### src/rtl/fifo_occupancy_monitor.sv
// fifo_occupancy_monitor
// Tracks occupancy of five FIFOs (MF, VC0, VC1, D0, D1) from their push/pop
// strobes. It drives registered empty, full, almost-full and almost-empty
// flags, plus an overflow/underflow error flag for each FIFO.
// The flags come from the post-update counter, so they appear one cycle after
// the strobe edge.
// Build option FIFO_MON_STICKY_ERR_EN:
//   - defined: each error bit stays set until init or reset.
//   - undefined: each error bit is a one-cycle pulse.
// Reset is synchronous and active-low.
module fifo_occupancy_monitor #(
  parameter int DEPTH    = 8,
  parameter int CW       = 4,
  parameter int AE_LEVEL = 1
) (
  input  logic          clk,
  input  logic          reset,
  input  logic          init,
  input  logic [4:0]    push,
  input  logic [4:0]    pop,
  input  logic [CW-1:0] umbral_mf,
  input  logic [CW-1:0] umbral_vc0,
  input  logic [CW-1:0] umbral_vc1,
  input  logic [CW-1:0] umbral_d0,
  input  logic [CW-1:0] umbral_d1,
  output logic [4:0]    fifo_empties,
  output logic [4:0]    fifo_full,
  output logic [4:0]    almost_full,
  output logic [4:0]    almost_empty,
  output logic [4:0]    fifo_errors
);

  localparam logic [CW-1:0] DEPTH_C = CW'(DEPTH);
  localparam logic [CW-1:0] AE_C    = CW'(AE_LEVEL);
  localparam logic [CW-1:0] ONE_C   = CW'(1);

  // Thresholds gathered into an array so the per-FIFO logic can be generated.
  logic [CW-1:0] umbral_in [5];
  assign umbral_in[0] = umbral_mf;
  assign umbral_in[1] = umbral_vc0;
  assign umbral_in[2] = umbral_vc1;
  assign umbral_in[3] = umbral_d0;
  assign umbral_in[4] = umbral_d1;

  // Next-state flag vectors, computed per FIFO.
  logic [4:0] empty_next;
  logic [4:0] full_next;
  logic [4:0] af_next;
  logic [4:0] ae_next;
  logic [4:0] err_evt;
  logic [4:0] err_next;

  genvar gi;
  generate
    for (gi = 0; gi < 5; gi++) begin : g_fifo
      logic [CW-1:0] count_reg, count_next;
      logic [CW-1:0] thr_reg, thr_next;
      logic [CW-1:0] thr_eff;
      logic          err_local;

      // Update the counter and threshold from init and the strobe pair.
      // Underflow and overflow saturate the counter instead of wrapping.
      always_comb begin
        count_next = count_reg;
        thr_next   = thr_reg;
        err_local  = 1'b0;
        if (init) begin
          thr_next   = umbral_in[gi];
          count_next = '0;
        end else begin
          case ({push[gi], pop[gi]})
            2'b10: begin
              if (count_reg < DEPTH_C) count_next = count_reg + ONE_C;
              else                     err_local  = 1'b1;
            end
            2'b01: begin
              if (count_reg != '0) count_next = count_reg - ONE_C;
              else                 err_local  = 1'b1;
            end
            2'b11: begin
              // At zero the pop has nothing to read, but the push still lands.
              if (count_reg == '0) begin
                count_next = ONE_C;
                err_local  = 1'b1;
              end
            end
            default: ;
          endcase
        end
      end

      // Treat a zero or out-of-range threshold as DEPTH.
      assign thr_eff = ((thr_next == '0) || (thr_next > DEPTH_C)) ? DEPTH_C : thr_next;

      assign empty_next[gi] = (count_next == '0);
      assign full_next[gi]  = (count_next == DEPTH_C);
      assign af_next[gi]    = (count_next >= thr_eff);
      assign ae_next[gi]    = (count_next <= AE_C);
      assign err_evt[gi]    = err_local;

      // Register the occupancy and the latched threshold.
      always_ff @(posedge clk) begin
        if (!reset) begin
          count_reg <= '0;
          thr_reg   <= DEPTH_C;
        end else begin
          count_reg <= count_next;
          thr_reg   <= thr_next;
        end
      end
    end
  endgenerate

  // Choose the next error value for the sticky or the pulsed build.
  always_comb begin
`ifdef FIFO_MON_STICKY_ERR_EN
    err_next = init ? 5'b00000 : (fifo_errors | err_evt);
`else
    err_next = err_evt;
`endif
  end

  // Register all status outputs.
  always_ff @(posedge clk) begin
    if (!reset) begin
      fifo_empties <= 5'b11111;
      fifo_full    <= 5'b00000;
      almost_full  <= 5'b00000;
      almost_empty <= 5'b11111;
      fifo_errors  <= 5'b00000;
    end else begin
      fifo_empties <= empty_next;
      fifo_full    <= full_next;
      almost_full  <= af_next;
      almost_empty <= ae_next;
      fifo_errors  <= err_next;
    end
  end

endmodule
### config.mk
export PLATFORM = sky130hd
export DESIGN_NAME = fifo_occupancy_monitor
export DESIGN_NICKNAME = d
export VERILOG_FILES = /design/src/rtl/fifo_occupancy_monitor.sv
export SDC_FILE = /design/constraint.sdc
export NUM_CORES = 1
export LEC_CHECK = 0
export ABC_AREA = 1
export CORE_MARGIN = 2
export CORE_UTILIZATION = 40
export DETAILED_ROUTE_END_ITERATION = 8
export RECOVER_POWER = 100
export SLEW_MARGIN = 15
export SYNTH_ARGS = -nofsm -noshare
export SYNTH_HDL_FRONTEND = slang
export SYNTH_SLANG_ARGS = --single-unit
### constraint.sdc
create_clock -name clk -period 2.5 [get_ports clk]
set_input_delay 0.5 -clock clk [delete_from_list [all_inputs] [get_ports clk]]
set_output_delay 0.5 -clock clk [all_outputs]
set_load 0.005 [all_outputs]
Power grid:
Scale bar: 20 um. Pins as bars on the die edge.
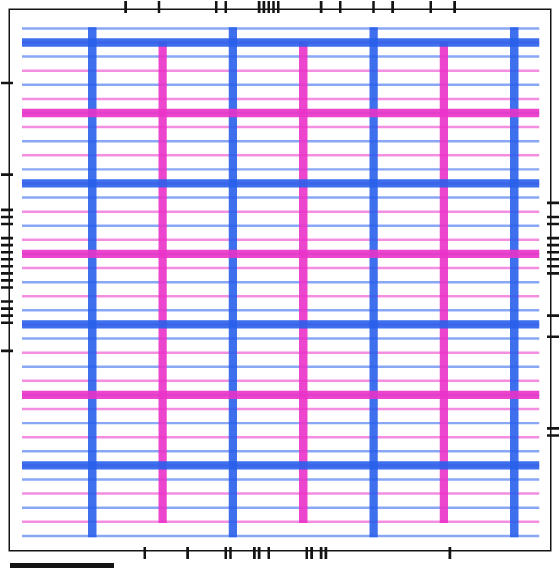
Key: blue = VSS; magenta = VDD
37 met1 rails follow the rows. The core has 36 rows.
Core ar.: 9774 sq um
Die Width: 104.2 um
Die Height: 104.2 um
VDD IR max: 0.2834 mV

==> flow_metrics.env <==
# yosys + openroad results
export IMPL_cp_start_kind="primary input"
export IMPL_yosysTopAreaCellShare=0.3241
export IMPL_clk_share=0.04787
export IMPL_path_clk_slew_ns=0.07
export IMPL_use_met2=0.3332
export IMPL_fin_crit_sh=0.9360
export IMPL_num_fill_cells=955
export IMPL_netlist_area_sq_um=4015
export IMPL_grtUsageMet3=0.05138
export IMPL_drt_pass1_iterations=4
export IMPL_topCellsByArea="dfxtp_1 32%, nand2_1 15%, ha_1 11%"
export IMPL_synth_compound_area_share=0.08757
export IMPL_finalSetupViolCount=0
export IMPL_fmax_ghz=0.4274
export IMPL_cts_inserted_buffers=9
export IMPL_syn_area_per_cell_sq_um=6.659
export IMPL_total_power_mw=2.929
export IMPL_end_kind="flop"
export IMPL_vias_per_cell=4.669
export IMPL_postRouteWirelength_um=9751
export IMPL_layout_min_cycle_time_ns=2.340
export IMPL_n_all_inverters=107
export IMPL_wl_met1_um=4337
export IMPL_dp_cells=841
export IMPL_clkbuf_count=12
export IMPL_seq_area_sq_um=1306
export IMPL_largestClassByArea="combinational gates"
export IMPL_hold_buffers=0
export IMPL_cts_root_buffer="clkbuf_8"
export IMPL_arrival_ns=2.57
export IMPL_drv_cap=0
export IMPL_xor_area_frac=0
export IMPL_diodes=0
export IMPL_ys_types=27
export IMPL_crit_type="primary input to flop"
export IMPL_syn_inst=603
export IMPL_placementRows=36
export IMPL_layout_nets=787
export IMPL_via_count=4001
export IMPL_busiest_layer="met2"
export IMPL_top_layer="met4"
export IMPL_synth_flops=65
export IMPL_grt_pass1_wl_um=16470
export IMPL_muxShareOfSynthArea=0.02742
export IMPL_seq_cell_count=65
export IMPL_bufAreaShareNonClock=0.1878
export IMPL_dp_hpwl_um=7378
export IMPL_ios=58
export IMPL_max_slew_margin=0.3377
export IMPL_hold_viol_final=0
export IMPL_wl_met3_um=456
export IMPL_comb_share=0.4228
export IMPL_global_route_usage_met1=0.2146
export IMPL_drive_gt1_frac=0.1671
export IMPL_clockBufferDepth=2
export IMPL_logic_family="simple AND/OR/NAND/NOR gates"
export IMPL_cts_setup_buffers=0
export IMPL_cts_tree="built"
export IMPL_port_buffers=57
export IMPL_antenna_found_initial=0
export IMPL_drv_slew=0
export IMPL_comb_area_sq_um=2321
export IMPL_logic_gate_count=420
export IMPL_route_met2_wl_um=4892
export IMPL_tightest_slew_ns=0.9898
export IMPL_finalNonFillerCells=857
export IMPL_p_leak_nw=2.979
export IMPL_seq_share=0.2380
export IMPL_simple_gate_area_frac=0.3384
export IMPL_drtAntennaViolNets=0
export IMPL_syn_nets=671
export IMPL_drtIter0Drc=190
export IMPL_clk_latency_ns=0.35
export IMPL_grt_max_degree=30
export IMPL_crit_required_ns=2.73
export IMPL_warning_count=31
export IMPL_taps=133
export IMPL_gp_congestion=0.9002
export IMPL_wl_per_cell_um=11.38
export IMPL_yosysWarnings=0
export IMPL_critical_path_max_fanout=13
export IMPL_synthToLayoutAreaGrowth_pct=36.71
export IMPL_synth_area_leader_cell="dfxtp_1"
export IMPL_fp_dieArea_sq_um=10860
export IMPL_lay_top_cells="157 x nand2_1, 95 x inv_1, 66 x nor2_1"
export IMPL_yosys_stat_seqShare=0.3241
export IMPL_fp_utilization=0.4108
export IMPL_buffers=116
export IMPL_grt_usage=0.1838
export IMPL_final_common_cell="nand2_1"
export IMPL_adder_share=0.1091
export IMPL_yosysChipArea_sq_um=4015
export IMPL_outcome="finished, final reports clean"
export IMPL_hp_class="flop to flop"
export IMPL_place_area_sq_um=5166
export IMPL_h_tree_depth=3
export IMPL_p_per_area_nw_per_um2=533.6
export IMPL_fin_tns_setup_ns=0
export IMPL_skew_ns=0.006232
export IMPL_timing_hold_ws_ns=0.5246
export IMPL_clkSinkCount=65
export IMPL_drcViolationCount=0
export IMPL_globalRouteOverflowTotal=0
export IMPL_fin_area_sq_um=5489
export IMPL_ys_cells=603
export IMPL_grt_pass1_vias=3826
Cell classes on the final placement:
Scale bar: 20 um.
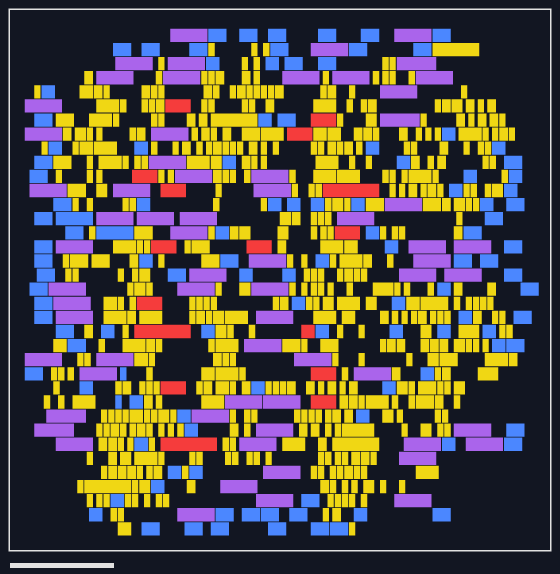
Key: yellow = all other logic [cells 527, share of their area 51%]; red = clock drivers and dummy loads [cells 16, share of their area 4.9%]; blue = other buffers and delay cells [cells 116, share of their area 19%]; purple = flip-flops [cells 65, share of their area 25%]

## logic make-up (layout without fill, tap and decap cells)
family | after synthesis | count (layout)
muxes | 11 | 11
and+or+nand+nor | 310 | 310
adders and majority gates | 35 | 35
buffers and inverters | 118 | 239
DFF | 65 | 65
AOI/OAI and AO/OA | 64 | 64
## cell usage after synthesis (all sizes together)
library cell and count:
buf 8, o21ai 27, ha 35, o211ai 1, nand3b 2, nand4 7, nand3 53, mux2i 11
clkbuf 3, inv 107, nor2 74, or2 12, dfxtp 65, a21oi 24, a21boi 10, nand2 161
o22ai 1, o21bai 1, nor3 1
## path summary, 6_finish.rpt
kind         cells after the start                   start                   end  slack [ns]
min                              2    g_fifo[3].thr_reg[0]  g_fifo[3].thr_reg[0]        0.52
max                             12                    init        almost_full[4]        0.16
max reg2reg                     15  g_fifo[1].count_reg[0]        almost_full[1]        0.20
min reg2reg                      2    g_fifo[3].thr_reg[0]  g_fifo[3].thr_reg[0]        0.52
## critical path, stage by stage
cell,delay (ns)
clkdlybuf4s50_1,0.53
inv_1,0.09
buf_12,0.14
nand2_1,0.06
nand2_1,0.09
or2_2,0.31
ha_1,0.26
a21boi_0,0.12
o21ai_0,0.16
a21boi_0,0.10
o21ai_0,0.15
inv_1,0.05
## repair_timing
action | 4_1_cts | 5_1_grt
resized | 0 | 27
endpoints found under the setup margin | 0 | 5
endpoints found under the hold margin | 0 | 0
## metrics by stage
stage	util	setup WS [ns]
detailed placement	0.5285	-0.2139
global route	0.5616	-0.008463
global placement	0.5285	-0.1047
floorplan	-	0.3167
CTS	0.5554	0.05342
finish	0.5616	0.1600
## report_power, final
group	internal (mW)	leakage, nW	switching (mW)	total (mW)
clock	0.745	0.129	0.421	1.17
combinational	0.316	2.31	0.323	0.639
sequential	1.10	0.536	0.0257	1.12
total	2.16	2.98	0.770	2.93
Power figures rest on the tool's default switching activity, not on a simulated workload.
